<file path="config.mk">
export PLATFORM = sky130hd
export DESIGN_NAME = capture_readout_sequencer
export DESIGN_NICKNAME = d
export VERILOG_FILES = /design/src/rtl/capture_readout_sequencer.sv
export SDC_FILE = /design/constraint.sdc
export NUM_CORES = 1
export LEC_CHECK = 0
export CAP_MARGIN = 30
export CELL_PAD_IN_SITES_DETAIL_PLACEMENT = 1
export CELL_PAD_IN_SITES_GLOBAL_PLACEMENT = 2
export CORE_MARGIN = 5
export CORE_UTILIZATION = 35
export CTS_CLUSTER_SIZE = 25
export DETAILED_ROUTE_END_ITERATION = 12
export GPL_ROUTABILITY_DRIVEN = 0
export PLACE_DENSITY = 0.84
export SETUP_SLACK_MARGIN = 0.05
export SYNTH_ARGS = -nofsm -noshare
export SYNTH_HDL_FRONTEND = slang
export SYNTH_SLANG_ARGS = --single-unit
</file>
<file path="constraint.sdc">
create_clock -name clk -period 3.52 [get_ports clk]
set_clock_uncertainty 0.15 [all_clocks]
set_input_delay 0.352 -clock clk [delete_from_list [all_inputs] [get_ports clk]]
set_output_delay 0.352 -clock clk [all_outputs]
set_load 0.005 [all_outputs]
</file>
<file path="src/rtl/capture_readout_sequencer.sv">
// capture_readout_sequencer: arms LogicCapture, waits for capture-done, then streams the
// circular pre/post-trigger window out of sample RAM as a valid/ready sample stream.
module capture_readout_sequencer #(
    parameter int ADDR_W     = 16,
    parameter int DATA_W     = 8,
    parameter int START_HOLD = 4
) (
    input  logic              clk,
    input  logic              resetn,
    input  logic              host_arm,
    input  logic              host_abort,
    input  logic [15:0]       pre_count,
    input  logic [15:0]       post_count,
    output logic              cap_start,
    input  logic              cap_done,
    input  logic [ADDR_W-1:0] cap_trig_addr,
    output logic              ram_owner,
    output logic              ram_rd_en,
    output logic [ADDR_W-1:0] ram_rd_addr,
    input  logic [DATA_W-1:0] ram_rd_data,
    output logic              m_valid,
    output logic [DATA_W-1:0] m_data,
    output logic              m_last,
    input  logic              m_ready,
    output logic              busy,
    output logic              done_pulse
);
    localparam int CW = (ADDR_W >= 17) ? ADDR_W + 1 : 17;
    localparam int HW = $clog2(START_HOLD + 1);
    localparam logic [CW-1:0] DEPTH = CW'(1) << ADDR_W;

    typedef enum logic [2:0] {IDLE, ARM, WAIT, READ, FIN} state_t;

    state_t            state_q, state_d;
    logic [15:0]       pre_q, pre_d, post_q, post_d;
    logic [HW-1:0]     hold_q, hold_d;
    logic [ADDR_W-1:0] addr_q, addr_d;
    logic [CW-1:0]     issue_left_q, issue_left_d, out_left_q, out_left_d;
    logic [DATA_W-1:0] b0_q, b0_d, b1_q, b1_d;
    logic [1:0]        cnt_q, cnt_d;
    logic              inflight_q, inflight_d;
    logic              pop;
    logic [1:0]        occ;
    logic [CW-1:0]     sum, total;

    assign sum         = CW'(pre_q) + CW'(post_q) + CW'(1);
    assign total       = (sum > DEPTH) ? DEPTH : sum;
    assign m_valid     = cnt_q != 2'd0;
    assign m_data      = b0_q;
    assign m_last      = m_valid && out_left_q == CW'(1);
    assign pop         = m_valid && m_ready;
    assign cap_start   = state_q == ARM;
    assign ram_owner   = state_q == READ;
    assign busy        = state_q != IDLE;
    assign done_pulse  = state_q == FIN;
    assign ram_rd_addr = addr_q;
    // Occupancy after this cycle's pop, so a read can be issued into the slot being freed.
    assign occ         = cnt_q - 2'(pop) + 2'(inflight_q);
    assign ram_rd_en   = state_q == READ && issue_left_q != '0 && occ < 2'd2;

    always_comb begin
        state_d      = state_q;
        pre_d        = pre_q;
        post_d       = post_q;
        hold_d       = hold_q;
        addr_d       = addr_q;
        issue_left_d = issue_left_q;
        out_left_d   = out_left_q;
        case (state_q)
            IDLE: begin
                if (host_arm && !host_abort) begin
                    pre_d   = pre_count;
                    post_d  = post_count;
                    hold_d  = '0;
                    state_d = ARM;
                end
            end
            ARM: begin
                hold_d  = hold_q + HW'(1);
                state_d = (hold_q == HW'(START_HOLD - 1)) ? WAIT : ARM;
            end
            WAIT: begin
                if (cap_done) begin
                    addr_d       = cap_trig_addr - ADDR_W'(pre_q);
                    issue_left_d = total;
                    out_left_d   = total;
                    state_d      = READ;
                end
            end
            READ: begin
                if (ram_rd_en) begin
                    addr_d       = addr_q + ADDR_W'(1);
                    issue_left_d = issue_left_q - CW'(1);
                end
                if (pop) begin
                    out_left_d = out_left_q - CW'(1);
                    state_d    = (out_left_q == CW'(1)) ? FIN : READ;
                end
            end
            FIN:     state_d = IDLE;
            default: state_d = IDLE;
        endcase
        b0_d       = pop ? b1_q : b0_q;
        b1_d       = b1_q;
        if (inflight_q) begin
            if (cnt_q - 2'(pop) == 2'd0) b0_d = ram_rd_data;
            else b1_d = ram_rd_data;
        end
        cnt_d      = occ;
        inflight_d = ram_rd_en;
        if (host_abort) begin
            state_d    = IDLE;
            cnt_d      = 2'd0;
            inflight_d = 1'b0;
        end
    end

    always_ff @(posedge clk or negedge resetn) begin
        if (!resetn) begin
            state_q      <= IDLE;
            pre_q        <= '0;
            post_q       <= '0;
            hold_q       <= '0;
            addr_q       <= '0;
            issue_left_q <= '0;
            out_left_q   <= '0;
            b0_q         <= '0;
            b1_q         <= '0;
            cnt_q        <= '0;
            inflight_q   <= 1'b0;
        end else begin
            state_q      <= state_d;
            pre_q        <= pre_d;
            post_q       <= post_d;
            hold_q       <= hold_d;
            addr_q       <= addr_d;
            issue_left_q <= issue_left_d;
            out_left_q   <= out_left_d;
            b0_q         <= b0_d;
            b1_q         <= b1_d;
            cnt_q        <= cnt_d;
            inflight_q   <= inflight_d;
        end
    end
endmodule
</file>
run_1/floorplan.png
(3 px per um) Pins as bars on the die edge.
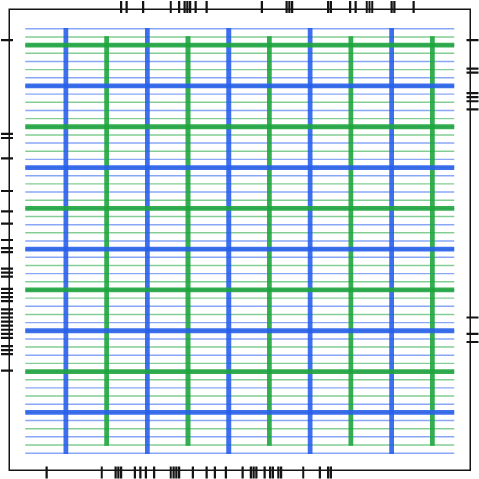
[VDD] green
[VSS] blue
met5 straps: 10
met1 rails: 53
rows: 52
Max rail drop VDD: 0.327 mV
Core ar.: 20200 um^2
Die Width: 153 um
height of the die: 153 um

run_1/route_heat.png
(2 px per um) The die is cut into 31 by 31 equal tiles; dark purple is low, yellow is high, scaled to the fullest tile. Values are wire area over tile area, all layers added.
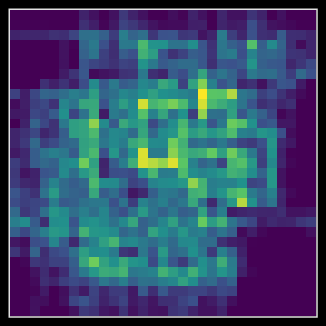
nearly empty tiles: 17%
mean over tiles: 0.14
tiles over half the peak: 16%
emptiest ninth of the die: lower right
GR Util All Layers: 18.6%
Final Routed Wirelength: 21600 um
total via count after detailed routing: 6386
DR WL/cell: 18.2 um

run_1/sizing.png
(2 px per um)
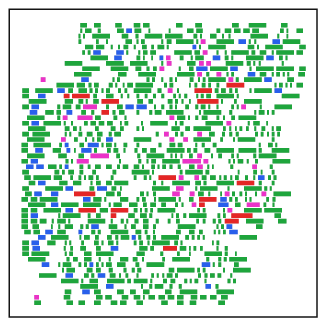
[x6 and larger] red | cells: 18 | share: 2.0%
[x2] blue | cells: 64 | share: 7.0%
[x1 and smaller] green | cells: 792 | share: 87%
[x3 and x4] magenta | cells: 41 | share: 4.5%
area of all placed cells without fillers: 8910 um^2
non-clock buffer total of the final layout: 125
final critical-path setup slack: 0.328 ns
Syn-to-layout area delta: 24.2%

==> GITHUB_STEP_SUMMARY, run 1 <==
## PnR job results

| Metric | Value |
|---|---|
| Global Route met2 Usage | 30.4% |
| Synthesized area | 7170 um^2 |
| Cell with the most instances after synthesis | dfrtp_1 |
| Later-pin clock latency in the skew report | 0.36 ns |
| Adders+Majority by Area | 7.36% |
| Share of cell area taken by flip-flops and latches | 30.1% |
| First-pass GRT wire length | 35700 um |
| Count of unique library cells instantiated by Yosys | 82 |
| Buffer and inverter count on the worst path | 2 |
| Cell type contributing the most total cell area after synthesis | dfrtp_1 |
| Area taken by flip-flops and latches | 2680 um^2 |
| Post-Route Setup TNS | 0 ns |
| Mux share | 6.70% |
| Peak fanout along the critical path | 4 |
| Power density over the cells | 812 nW/um^2 |
| Post-CTS setup buffers | 1 |
| Hold Path Depth | 1 |
| Portion of the clock cycle consumed by the worst path in the final layout | 90.7% |
| Tally of filler cells in the layout | 2347 |
| Amount of wire on met3 after detailed routing | 672 um |
| Sequential logic power | 0.00208 W |
| Cell count after placement | 1154 |
| Row Count | 52 |
| # DRC | 0 |
| Maxcap violations | 0 |
| Non-filler instance count after layout | 1185 |
| Diodes inserted | 0 |
| Total CTS buffers | 9 |
| Register bit total from synthesis | 107 |
| Critical path launch point | pre_q[0] |
| Portion of the post-synthesis area used by sequential elements | 37.3% |
| Lkg Pwr | 3.81 nW |
| Most used routing layer | met2 |
| Asr flop ratio synth | 100% |
| Transition time of the tightest slew-check pin | 0.933 ns |
| Cell total in the yosys stat output | 804 |
| Worst Reg-to-Reg Cells | 12 |
| Fraction of synthesized cell area taken by the top area cell type | 37.3% |
| Tap Count | 270 |
| Utilization of the core after routing | 44.0% |
| Most used standard cells in the synthesized netlist | dfrtp_1, nand2_1, nor2_1, a21oi_1, o21ai_0 |
| Pin count of the biggest net entering global routing | 50 |
| Top logic family | AND-OR/OR-AND gates |
| Detailed-routed wire length on met2 | 10200 um |
| Met3 usage | 2.83% |
| Flip-flops with a built-in enable | 0 |
| Dominant logic cell types in the final layout | dfrtp_1, clkdlybuf4s50_1, nand2_1 |
| Clock tree from TritonCTS | built |
| Met1 GRT Util | 26.0% |
| Metal1 wirelength | 10400 um |
| Top flip-flop cell by instance count after synthesis | dfrtp_1 |
| Worst min-delay path startpoint | issue_left_q[8] |
| Final critical path time including I/O delays and setup | 3.19 ns |
| Combinational Power Share | 54.3% |
| Final Max Slew Viols | 0 |
| Number of antenna violations at the first check in global routing | 0 |
| Kind of critical path | reg2reg |
| Net switching power of the design | 0.00315 W |
| Internal power component | 0.00409 W |
| Most frequent logic cell in the layout | dfrtp_1 |
| Area fraction in and, or, nand and nor cells after synthesis | 20.2% |
| Tally of yosys warning messages | 0 |
| Status | completed |
| Crit path max-delay cell type | dfrtp_1 |
| Pre-CTS setup slack | 0.224 ns |
| Endpoint of the worst hold path | issue_left_q[8] |
| Max-Slew Margin vs Limit | 37.8% |
| Number of clock buffers in the layout | 9 |
| Total count of hold-check failures in the final report | 0 |
| FF-to-FF Start | pre_q[0] |
| Stage-log warning count | 27 |
| Starting DRC count in detailed routing | 308 |
| Number of endpoints failing setup at the final stage | 0 |
| Number of buffers inserted by hold repair at cts | 1 |
## Run 2: what changed since run 1
--- a/config.mk
+++ b/config.mk
@@ -6,7 +6,7 @@
 export NUM_CORES = 1
 export LEC_CHECK = 0
 export CAP_MARGIN = 30
-export CELL_PAD_IN_SITES_DETAIL_PLACEMENT = 1
+export CELL_PAD_IN_SITES_DETAIL_PLACEMENT = 2
 export CELL_PAD_IN_SITES_GLOBAL_PLACEMENT = 2
 export CORE_MARGIN = 5
 export CORE_UTILIZATION = 35
run_2/sizing.png
(2 px per um)
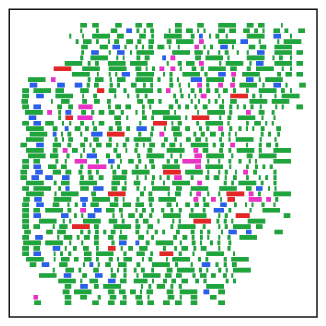
[x6 and larger] red | cells: 16 | share: 1.8%
[x1 and smaller] green | cells: 792 | share: 87%
[x3 and x4] magenta | cells: 38 | share: 4.2%
[x2] blue | cells: 64 | share: 7.0%
non-clock buffer total of the final layout: 120
final critical-path setup slack: 0.248 ns
Syn-to-layout area delta: 23.0%
area of all placed cells without fillers: 8830 um^2

==> run 2 against run 1 <==
Against the previous run: synthesized area is the same; non-clock buffer count is 5 lower; worst setup slack got worse by 0.080 ns; critical path type unchanged; critical endpoint is now issue_left_q[6]; first-iteration DRC count fell by 29%; die area stayed put; cell count fell by 0.42%; utilization is 0.41 points lower; largest cell class unchanged; register-to-register slack worse by 0.08 ns; cell area decreased by 0.93%; total power shrank 0.19%; combinational power rose by 3%.
==> GITHUB_STEP_SUMMARY, run 2 <==
## PnR job results

| Metric | Value |
|---|---|
| Net switching power of the design | 0.00334 W (+6.0%) |
| Height of the die | 153 um (unchanged) |
| Amount of wire on met3 after detailed routing | 809 um (+20%) |
| Most used routing layer | met2 |
| Synthesized area | 7170 um^2 (unchanged) |
| Most frequent logic cell in the layout | dfrtp_1 |
| # DRC | 0 (unchanged) |
| Critical path launch point | pre_q[0] |
| Non-filler instance count after layout | 1180 (-0.42%) |
| Cell count after placement | 1154 (unchanged) |
| Met3 usage | 3.17% (+0.34 points) |
| Worst Reg-to-Reg Cells | 12 (unchanged) |
| Net count entering floorplan | 907 |
| Pin count of the biggest net entering global routing | 50 (unchanged) |
| Endpoint of the worst hold path | issue_left_q[8] |
| Cell with the most instances after synthesis | dfrtp_1 |
| Asr flop ratio synth | 100% (unchanged) |
| Post-CTS setup buffers | 2 (+1) |
| Power density over the cells | 818 nW/um^2 (+0.74%) |
| Top logic family | AND-OR/OR-AND gates |
| Hold Path Depth | 1 (unchanged) |
| Critical path depth in cells | 12 |
| Fraction of synthesized cell area taken by the top area cell type | 37.3% (unchanged) |
| Status | completed |
| Register bit total from synthesis | 107 (unchanged) |
| Detailed-routed wire length on met2 | 12300 um (+21%) |
| Die Width | 153 um (unchanged) |
| Total count of hold-check failures in the final report | 0 (unchanged) |
| Tap Count | 270 (unchanged) |
| Cell total in the yosys stat output | 804 (unchanged) |
| Transition time of the tightest slew-check pin | 0.929 ns (-0.00387 ns) |
| Stage-log warning count | 27 (unchanged) |
| Core ar. | 20200 um^2 (unchanged) |
| Metal1 wirelength | 11100 um (+6.8%) |
| Number of buffers inserted by hold repair at cts | 1 (unchanged) |
| Dominant logic cell types in the final layout | dfrtp_1, clkdlybuf4s50_1, nand2_1 |
| Worst min-delay path startpoint | issue_left_q[8] |
| Total CTS buffers | 9 (unchanged) |
| Area taken by flip-flops and latches | 2680 um^2 (unchanged) |
| Kind of critical path | reg2reg |
| Max rail drop VDD | 0.325 mV (-0.69%) |
| Number of clock buffers in the layout | 9 (unchanged) |
| Final Max Slew Viols | 0 (unchanged) |
| Flip-flops with a built-in enable | 0 (unchanged) |
| Diodes inserted | 0 (unchanged) |
| Tally of yosys warning messages | 0 (unchanged) |
| Lkg Pwr | 3.76 nW (-1.3%) |
| Portion of the clock cycle consumed by the worst path in the final layout | 92.9% (+2.3 points) |
| Cell type contributing the most total cell area after synthesis | dfrtp_1 |
| Share of cell area taken by flip-flops and latches | 30.3% (+0.28 points) |
| Crit path max-delay cell type | dfrtp_1 |
| Buffer and inverter count on the worst path | 3 (+1) |
| Combinational Power Share | 56.2% (+1.9 points) |
| Utilization of the core after routing | 43.6% (-0.41 points) |
| Maxcap violations | 0 (unchanged) |
| Met1 GRT Util | 27.7% (+1.7 points) |
| Global Route met2 Usage | 36.7% (+6.3 points) |
| First-pass GRT wire length | 40200 um (+13%) |
| Later-pin clock latency in the skew report | 0.37 ns (about the same) |
| Sequential logic power | 0.00210 W (about the same) |
| FF-to-FF Start | pre_q[0] |
| Adders+Majority by Area | 7.36% (unchanged) |
| Internal power component | 0.00388 W (-4.9%) |
| Pre-CTS setup slack | -0.0287 ns (-0.253 ns) |
| Area fraction in and, or, nand and nor cells after synthesis | 20.2% (unchanged) |
| GR Util All Layers | 21.2% (+2.6 points) |
run_2/route_heat.png
(2 px per um) The die is cut into 31 by 31 equal tiles; dark purple is low, yellow is high, scaled to the fullest tile. Values are wire area over tile area, all layers added.
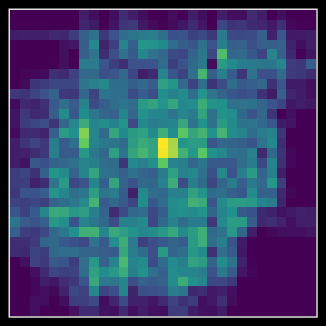
densest ninth of the die: centre
emptiest ninth of the die: lower right
tiles over half the peak: 11%
nearly empty tiles: 16%
Final Routed Wirelength: 24700 um
DR WL/cell: 20.9 um
total via count after detailed routing: 6658

Power and IR drop assume default switching activity.
